Figure 1. Placement by cell class.
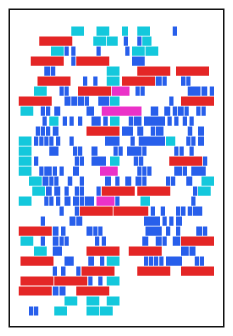
Figure 2. Routed metal, one color a layer.
Only two layers are drawn.
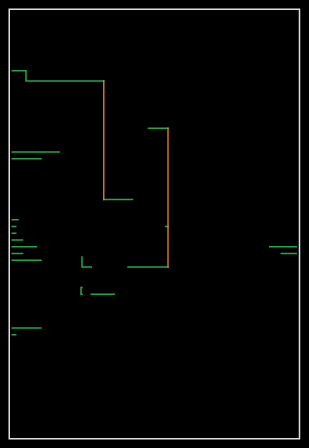
Figure 3. Routed clock nets over the placement.
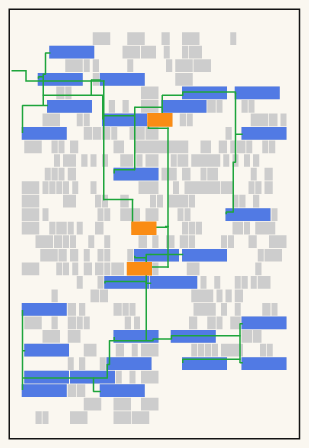
## config.mk

```make
export PLATFORM = sky130hd
export DESIGN_NAME = ctrl_sequencer
export DESIGN_NICKNAME = d
export VERILOG_FILES = /design/src/rtl/ctrl_pkg.sv /design/src/rtl/ctrl_main_dec.sv /design/src/rtl/ctrl_sequencer.sv
export SDC_FILE = /design/constraint.sdc
export NUM_CORES = 1
export LEC_CHECK = 0
export ABC_AREA = 1
export CAP_MARGIN = 20
export CORE_AREA = 2 2 56 84
export DETAILED_ROUTE_END_ITERATION = 6
export DIE_AREA = 0 0 58 86
export PLACE_DENSITY_LB_ADDON = 0.08
export REMOVE_ABC_BUFFERS = 1
export SETUP_SLACK_MARGIN = 0.15
export SLEW_MARGIN = 5
export SYNTH_ARGS = -nofsm -noshare
export SYNTH_HDL_FRONTEND = slang
export SYNTH_SLANG_ARGS = --single-unit
```

## constraint.sdc

```tcl
create_clock -name clk -period 2.26 [get_ports clk]
set_clock_uncertainty 0.05 [all_clocks]
set_input_delay 0.678 -clock clk [delete_from_list [all_inputs] [get_ports clk]]
set_output_delay 0.678 -clock clk [all_outputs]
set_load 0.01 [all_outputs]
```

## src/rtl/ctrl_pkg.sv

```systemverilog
// Shared definitions for the multi-cycle control sequencer: opcodes, bundle layout, FSM states.
package ctrl_pkg;

  localparam int CTRL_W       = 18;
  localparam int OPC_W        = 7;
  localparam int RESULT_SRC_W = 2;
  localparam int IMM_SRC_W    = 3;
  localparam int ALU_OP_W     = 2;
  localparam int RSVD_W       = 2;

  localparam logic [OPC_W-1:0] OPC_LOAD   = 7'b0000011;
  localparam logic [OPC_W-1:0] OPC_OP_IMM = 7'b0010011;
  localparam logic [OPC_W-1:0] OPC_AUIPC  = 7'b0010111;
  localparam logic [OPC_W-1:0] OPC_STORE  = 7'b0100011;
  localparam logic [OPC_W-1:0] OPC_OP     = 7'b0110011;
  localparam logic [OPC_W-1:0] OPC_LUI    = 7'b0110111;
  localparam logic [OPC_W-1:0] OPC_BRANCH = 7'b1100011;
  localparam logic [OPC_W-1:0] OPC_JALR   = 7'b1100111;
  localparam logic [OPC_W-1:0] OPC_JAL    = 7'b1101111;

  typedef enum logic [1:0] {
    IDLE = 2'd0,
    MEM  = 2'd1,
    DONE = 2'd2
  } state_t;

  // The named fields fill 16 bits; the top two bits of the 18-bit bundle are reserved and read 0.
  typedef struct packed {
    logic [RSVD_W-1:0]       rsvd;
    logic [RESULT_SRC_W-1:0] result_src;
    logic                    mem_write;
    logic                    alu_src;
    logic [IMM_SRC_W-1:0]    imm_src;
    logic                    reg_write;
    logic [ALU_OP_W-1:0]     alu_op;
    logic                    mreq;
    logic                    is_branch;
    logic                    jump;
    logic                    is_utype;
    logic                    is_lui;
    logic                    is_jalr;
  } ctrl_t;

endpackage

```

## src/rtl/ctrl_main_dec.sv

```systemverilog
// Combinational RV32I opcode decoder producing the control bundle and an illegal-opcode flag.
module ctrl_main_dec
  import ctrl_pkg::*;
(
  input  logic [OPC_W-1:0] opcode,
  output ctrl_t            ctrl,
  output logic             illegal
);

  always_comb begin
    // NOTE: every output gets a default before the case so no path leaves it unassigned (no latch).
    ctrl    = '0;
    illegal = 1'b0;
    case (opcode)
      OPC_LOAD:   ctrl = ctrl_t'({2'b00, 16'b01_0_1_000_1_00_1_0_0_0_0_0});
      OPC_OP_IMM: ctrl = ctrl_t'({2'b00, 16'b00_0_1_000_1_11_0_0_0_0_0_0});
      OPC_JALR:   ctrl = ctrl_t'({2'b00, 16'b00_0_1_000_1_10_0_1_1_0_0_1});
      OPC_STORE:  ctrl = ctrl_t'({2'b00, 16'b00_1_1_001_0_00_1_0_0_0_0_0});
      OPC_OP:     ctrl = ctrl_t'({2'b00, 16'b00_0_0_000_1_10_0_0_0_0_0_0});
      OPC_BRANCH: ctrl = ctrl_t'({2'b00, 16'b00_0_0_010_0_01_0_1_0_0_0_0});
      OPC_JAL:    ctrl = ctrl_t'({2'b00, 16'b10_0_0_011_1_00_0_0_1_0_0_0});
      OPC_AUIPC:  ctrl = ctrl_t'({2'b00, 16'b11_0_1_100_1_00_0_0_0_1_0_0});
      OPC_LUI:    ctrl = ctrl_t'({2'b00, 16'b11_0_1_100_1_00_0_0_0_1_1_0});
      default:    illegal = 1'b1;
    endcase
  end

endmodule

```

## src/rtl/ctrl_sequencer.sv

```systemverilog
// Multi-cycle control sequencer: registers the decoded bundle and stalls fetch across data-memory waits.
// Define CTRL_TIMEOUT_EN to enable the memory-timeout fault; otherwise MEM waits indefinitely.
module ctrl_sequencer
  import ctrl_pkg::*;
#(
  parameter int ILEN           = 32,
  parameter int MEM_MIN_WAIT   = 1,
  parameter int TIMEOUT_CYCLES = 64,
  parameter int CNT_W          = 8
) (
  input  logic              clk,
  input  logic              rst,
  input  logic              instr_valid,
  output logic              instr_ready,
  input  logic [ILEN-1:0]   instr,
  input  logic              flush,
  output logic              mem_req,
  input  logic              mem_ready,
  output logic [CTRL_W-1:0] ctrl,
  output logic              ctrl_valid,
  output logic              stall,
  output logic              illegal,
  output logic              mem_fault
);

  localparam logic [CNT_W-1:0] MIN_WAIT    = CNT_W'(MEM_MIN_WAIT);
  localparam logic [CNT_W-1:0] TIMEOUT_CNT = CNT_W'(TIMEOUT_CYCLES);
  localparam logic [CNT_W-1:0] CNT_MAX     = '1;
`ifdef CTRL_TIMEOUT_EN
  localparam bit TIMEOUT_ON = 1'b1;
`else
  localparam bit TIMEOUT_ON = 1'b0;
`endif

  state_t           state;
  logic [CNT_W-1:0] cnt;
  ctrl_t            dec_ctrl;
  logic             dec_illegal;
  logic             accept;
  logic             honour;
  logic             timeout;
  logic             unused_instr_bits;

  ctrl_main_dec u_dec (
    .opcode  (instr[OPC_W-1:0]),
    .ctrl    (dec_ctrl),
    .illegal (dec_illegal)
  );

  assign unused_instr_bits = ^instr[ILEN-1:OPC_W];

  // Held low during reset so fetch cannot hand over an instruction that would be lost.
  assign instr_ready = (state == IDLE) && !rst;
  assign stall       = (state != IDLE);
  assign accept      = instr_valid && instr_ready;
  assign honour      = mem_ready && (cnt >= MIN_WAIT);
  assign timeout     = TIMEOUT_ON && (cnt >= TIMEOUT_CNT);

  always_ff @(posedge clk or posedge rst) begin
    if (rst) begin
      state      <= IDLE;
      ctrl       <= '0;
      ctrl_valid <= 1'b0;
      mem_req    <= 1'b0;
      illegal    <= 1'b0;
      cnt        <= '0;
    end else begin
      // NOTE: non-blocking assignments so every register samples pre-edge values regardless of order.
      ctrl_valid <= 1'b0;
      if (flush) begin
        state   <= IDLE;
        mem_req <= 1'b0;
        ctrl    <= '0;
        illegal <= 1'b0;
        cnt     <= '0;
      end else begin
        case (state)
          IDLE: begin
            if (accept) begin
              ctrl    <= dec_ctrl;
              illegal <= dec_illegal;
              cnt     <= '0;
              if (dec_ctrl.mreq) begin
                state   <= MEM;
                mem_req <= 1'b1;
              end else begin
                state <= DONE;
              end
            end
          end
          MEM: begin
            if (cnt != CNT_MAX) cnt <= cnt + 1'b1;
            // A completed access beats a simultaneous timeout.
            if (honour || timeout) begin
              mem_req <= 1'b0;
              state   <= DONE;
            end
          end
          DONE: begin
            ctrl_valid <= 1'b1;
            state      <= IDLE;
          end
          default: state <= IDLE;
        endcase
      end
    end
  end

`ifdef CTRL_TIMEOUT_EN
  always_ff @(posedge clk or posedge rst) begin
    if (rst)                                       mem_fault <= 1'b0;
    else if (flush || accept)                      mem_fault <= 1'b0;
    else if (state == MEM && !honour && timeout)   mem_fault <= 1'b1;
  end
`else
  assign mem_fault = 1'b0;
`endif

endmodule

```

==> flow_metrics.tcl <==
# flow metrics
set metrics [dict create \
    dr.pass1.iters 4 \
    finalSetupViolations 0 \
    ys_ff 28 \
    comb.multi_input.count 168 \
    nClkBuffers 3 \
    htreeDepth 1 \
    topCombFamilyByArea "simple AND/OR/NAND/NOR gates" \
    power_leader "sequential cells" \
    fin_cells 308 \
    drcViolationCount 0 \
    clkLatencyLatePin_ps 280 \
    hold_class "reg -> reg" \
    comb_area_share_pct 38.9 \
    grt_antenna_before_repair 0 \
    cts_resized 7 \
    whs_endpoint "mem_req" \
    sequentialPowerShare_pct 48.7 \
    xor_area_share_pct 0 \
    ys_sh_simple_pct 39.1 \
    p_per_area_nw_per_um2 502 \
    ys_warn_count 0 \
    synth_top_area_share_pct 42.5 \
    via_per_inst 4.73 \
    adder_share_pct 2.28 \
    edf_count 0 \
    status "finished clean" \
    setup_tns_ps 0 \
    avgSynthCellArea_sq_um 7.39 \
    final.min_clock_period_ps 2060 \
    post_cts.repair.setup_buffers 1 \
    critPathCapture "instr_ready" \
    gp_congestion 0.870 \
    dominant_cells "logic gates" \
    r2r-end "cnt[5]" \
    min_path_cells 2 \
    flop_cell "dfrtp_1" \
    critPathKind "in -> out" \
    synth_seq_share_pct 42.5 \
    p_switching_mw 0.252 \
    clkPwrFrac_pct 37.4 \
    setup_slack_ps 205 \
    clkSlewWorstSetupHoldPaths_ps 90 \
    rrSetupSlack_ps 660 \
]
Back to the opening pictures, Figure 1:
Magenta shows clock drivers and dummy loads, cells 4, share of their area 3.5%. Cyan shows other buffers and delay cells, cells 39, share of their area 18%. Blue shows all other logic, cells 191, share of their area 44%. Red shows flops, cells 28, share of their area 34%.
core area: 4210 sq um
sequential cell area share: 33.3%
design area: 2110 sq um
Final Util: 50.1%
row count: 29

Back to the opening pictures, Figure 2:
Green shows met3, wire length 95.8 microns. Orange shows met4, wire length 51.7 microns.
WL/cell: 12.2 microns
Tot GR Track Use: 16.6%
via count: 1456
Routed WL: 3750 microns

Back to the opening pictures, Figure 3:
Blue shows flip-flops, count 28. Orange shows cells driving clock nets, count 3. Green shows clock wires, length 356 microns.
There are 4 routed clock nets. Position of the flops: spread over the die.

==> placed cells by master, fill, tap and decap left out, types with 2 or more instances in the layout <==
master / instances
buf_4: 7
clkbuf_8: 3
clkdlybuf4s50_1: 30
conb_1: 3
dfrtp_1: 27
ha_1: 3
inv_1: 18
inv_2: 4
nand2_1: 81
nand2_2: 3
nand3_1: 22
nand3_2: 2
nand4_1: 3
nor2_1: 21
nor2_4: 3
nor3_1: 4
o21ai_0: 5
o21ai_1: 5
==> sequential cells by signal (all words and copies together) (netlist names) <==
name        count
cnt             8
ctrl           15
ctrl_valid      1
mem_req         1
illegal         1
state           2
==> routing by layer <==
layer  track usage (%)  up-vias  share of wire, %
met5                 0        -                 0
met4              6.13        0               1.4
met1              18.4      653                41
li1                  -      775                 -
met3              1.96        5               2.5
met2              31.4       23                55
